$ cat config.mk
export PLATFORM = sky130hd
export DESIGN_NAME = multi_digit_counter_7seg
export DESIGN_NICKNAME = d
export VERILOG_FILES = /design/src/rtl/multi_digit_counter_7seg.sv
export SDC_FILE = /design/constraint.sdc
export NUM_CORES = 1
export LEC_CHECK = 0
export CAP_MARGIN = 20
export CELL_PAD_IN_SITES_DETAIL_PLACEMENT = 0
export CELL_PAD_IN_SITES_GLOBAL_PLACEMENT = 1
export CORE_UTILIZATION = 35
export DETAILED_ROUTE_END_ITERATION = 8
export PLACE_DENSITY_LB_ADDON = 0.1
export SLEW_MARGIN = 0
export SYNTH_ARGS = -nofsm -noshare
export SYNTH_HDL_FRONTEND = slang
export SYNTH_SLANG_ARGS = --single-unit
$ cat constraint.sdc
create_clock -name clk -period 7 [get_ports clk]
set_clock_uncertainty 0.15 [all_clocks]
set_input_delay 1.05 -clock clk [delete_from_list [all_inputs] [get_ports clk]]
set_output_delay 1.05 -clock clk [all_outputs]
set_load 0.02 [all_outputs]
$ cat src/rtl/multi_digit_counter_7seg.sv
// N-digit up/down counter (hex or BCD) stepped by two debounced active-low buttons,
// driving one static active-low seven-segment display per digit. Optional macro: LEADING_ZERO_BLANK_EN.
module multi_digit_counter_7seg #(
  parameter int N_DIGITS        = 4,
  parameter int DEBOUNCE_CYCLES = 50000,
  parameter int DB_W            = 16
) (
  input  logic                    clk,
  input  logic                    reset,
  input  logic                    inc_button,
  input  logic                    dec_button,
  input  logic                    decimal_mode,
  output logic [4*N_DIGITS-1:0]   count,
  output logic [7*N_DIGITS-1:0]   seven_segment,
  output logic                    wrap
);

  localparam int CW = 4*N_DIGITS;

  logic [1:0]      raw;
  logic [1:0]      sync1, sync2, stable, armed, evt;
  logic [DB_W-1:0] db_cnt [2];
  logic            primed;
  logic            mode_q, mode_prev, mode_change;
  logic [CW-1:0]   next_count;
  logic            next_wrap;
  logic [CW:0]     stepped;

  function automatic logic [CW:0] hex_step(input logic [CW-1:0] v, input logic up);
    logic [CW:0] t;
    t = up ? ({1'b0, v} + (CW+1)'(1)) : ({1'b0, v} - (CW+1)'(1));
    return t;
  endfunction

  // MSB of the result is the carry/borrow out of the top digit, i.e. the wrap flag
  function automatic logic [CW:0] bcd_step(input logic [CW-1:0] v, input logic up);
    logic [CW-1:0] r;
    logic          carry;
    logic [3:0]    d;
    r     = v;
    carry = 1'b1;
    for (int i = 0; i < N_DIGITS; i++) begin
      d = v[4*i +: 4];
      if (carry) begin
        if (up) begin
          if (d >= 4'd9) r[4*i +: 4] = 4'd0;
          else begin r[4*i +: 4] = d + 4'd1; carry = 1'b0; end
        end else begin
          if (d == 4'd0) r[4*i +: 4] = 4'd9;
          else begin r[4*i +: 4] = d - 4'd1; carry = 1'b0; end
        end
      end
    end
    return {carry, r};
  endfunction

  function automatic logic [6:0] seg7(input logic [3:0] d);
    case (d)
      4'h0: seg7 = 7'b1000000;  4'h1: seg7 = 7'b1111001;
      4'h2: seg7 = 7'b0100100;  4'h3: seg7 = 7'b0110000;
      4'h4: seg7 = 7'b0011001;  4'h5: seg7 = 7'b0010010;
      4'h6: seg7 = 7'b0000010;  4'h7: seg7 = 7'b1111000;
      4'h8: seg7 = 7'b0000000;  4'h9: seg7 = 7'b0010000;
      4'hA: seg7 = 7'b0001000;  4'hB: seg7 = 7'b0000011;
      4'hC: seg7 = 7'b1000110;  4'hD: seg7 = 7'b0100001;
      4'hE: seg7 = 7'b0000110;  default: seg7 = 7'b0001110;
    endcase
  endfunction

  assign raw = {dec_button, inc_button};

  // Synchroniser + debounce; a button only arms once it has been seen released
  // after reset, so a button held through reset never yields a press.
  always_ff @(posedge clk or negedge reset) begin
    if (!reset) begin
      sync1     <= 2'b11;
      sync2     <= 2'b11;
      stable    <= 2'b11;
      armed     <= 2'b00;
      evt       <= 2'b00;
      primed    <= 1'b0;
      db_cnt[0] <= '0;
      db_cnt[1] <= '0;
    end else begin
      sync1  <= raw;
      sync2  <= sync1;
      primed <= 1'b1;
      armed  <= armed | ({2{primed}} & sync1);
      for (int b = 0; b < 2; b++) begin
        evt[b] <= 1'b0;
        if (sync2[b] == stable[b]) begin
          db_cnt[b] <= '0;
        end else if (db_cnt[b] == DB_W'(DEBOUNCE_CYCLES-1)) begin
          db_cnt[b] <= '0;
          stable[b] <= sync2[b];
          evt[b]    <= ~sync2[b] & armed[b];
        end else begin
          db_cnt[b] <= db_cnt[b] + DB_W'(1);
        end
      end
    end
  end

  always_ff @(posedge clk or negedge reset) begin
    if (!reset) begin
      mode_q    <= 1'b0;
      mode_prev <= 1'b0;
    end else begin
      mode_q    <= decimal_mode;
      mode_prev <= mode_q;
    end
  end

  assign mode_change = mode_q != mode_prev;

  always_comb begin
    next_count = count;
    next_wrap  = 1'b0;
    stepped    = '0;
    if (mode_change) begin
      next_count = '0;
    end else if (evt[0] ^ evt[1]) begin
      stepped    = mode_q ? bcd_step(count, evt[0]) : hex_step(count, evt[0]);
      next_count = stepped[CW-1:0];
      next_wrap  = stepped[CW];
    end
  end

  always_ff @(posedge clk or negedge reset) begin
    if (!reset) begin
      count <= '0;
      wrap  <= 1'b0;
    end else begin
      count <= next_count;
      wrap  <= next_wrap;
    end
  end

`ifdef LEADING_ZERO_BLANK_EN
  logic lead;
`endif

  always_comb begin
    for (int i = 0; i < N_DIGITS; i++)
      seven_segment[7*i +: 7] = seg7(count[4*i +: 4]);
`ifdef LEADING_ZERO_BLANK_EN
    lead = 1'b1;
    for (int i = N_DIGITS-1; i > 0; i--) begin
      if (lead && count[4*i +: 4] == 4'd0) seven_segment[7*i +: 7] = 7'b1111111;
      else lead = 1'b0;
    end
`endif
  end

endmodule

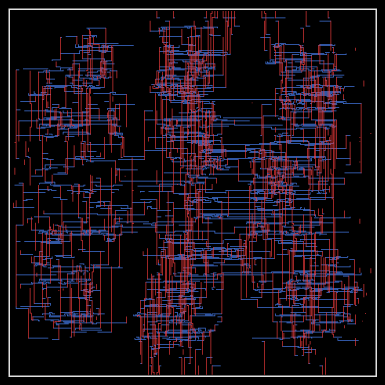
(routed metal, one colour a layer)
(3 px per micron) Two of the layers only.
colour	layer	wire length
blue	met1	5700 microns
red	met2	5680 microns

==> impl_metrics.toml <==
# synthesis and place-and-route metrics
[run]
cap_violations = 0

[critical_path]
slowest_stage = "dfrtp_1"
crit_path_end = "seven_segment[17]"
critPathKind = "reg2out"
r2r_slack_ns = 3.81
cp_num_buf_inv = 3
arrival_ns = 2.51

[grt]
grt_use_total_pct = 16.75
use_met3_pct = 3.184
groute.layer.met2.usage_pct = 27.54
busiest_layer = "met2"
met1_usage_pct = 22.07

[drt]
drt-met1-wl_microns = 5701
drt_iter0_drc = 257
top_layer = "met4"
drtAntennaViolNets = 0
drc_errors = 0
wl_per_cell_microns = 14.66
met3_length_microns = 328
vias = 4328

[power_and_ir_drop]
pwr-share-seq_pct = 46.1
intPower_w = 0.0006222
pg_comb_w = 0.0000283

[clock_network]
cts_tree = "done"
clk_pin_slew_worst_paths_ns = 0.05
cts_resized = 0
root_buffer = "clkbuf_16"
cts_buffers = 9
cts_setup_buffers = 0

[logic_synthesis]
fp_nets = 637
top_cell_area_share_pct = 27.89
ys.flop_type = "dfrtp_1"
syn_inst = 586
ys_ff = 62
topCellsByArea = "dfrtp_1 28%, ha_1 11%, nor2_1 4.6%"

[final_timing]
worst_pin_slew_ns = 0.8320
slew_headroom_pct = 44.53
rsz0062_at_grt = "false"

[placement]
gp_congestion = 0.8288

[finish]
regMostFlops = "db_cnt"
drive_gt1_share_pct = 8.121

[run_status]
status = "finished clean"
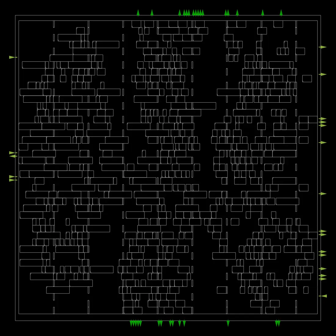
(cell outlines without signal wires)
Rows: 43
# fillers: 1393
Seq/total area: 26.36%
Core Area: 0.01393 sq mm

area by class of cell:
class | instances | area, sq um | area share, %
multi-input combinational | 475 | 3268 | 55.26
sequential | 62 | 1559 | 26.36
timing repair buffer | 51 | 500.5 | 8.462
clock buffer | 13 | 250.2 | 4.231
tap | 180 | 225.2 | 3.808
inverter | 24 | 90.09 | 1.523
clock inverter | 3 | 21.27 | 0.3596
logic make-up (layout without fill, tap and decap cells):
kind of cell               after synthesis  after routing  share of synthesized area (%)
AOI/OAI and AO/OA                      155            155                          21.07
xor gates and xnor gates                46             46                          8.018
adders and majority gates               46             46                          11.60
buffers and inverters                   49             91                          3.934
DFF                                     62             62                          31.03
muxes                                   17             17                          4.233
other                                    1              1                        0.07463
and+or+nand+nor                        210            210                          20.04
Power is estimated from default activity; no workload was simulated.
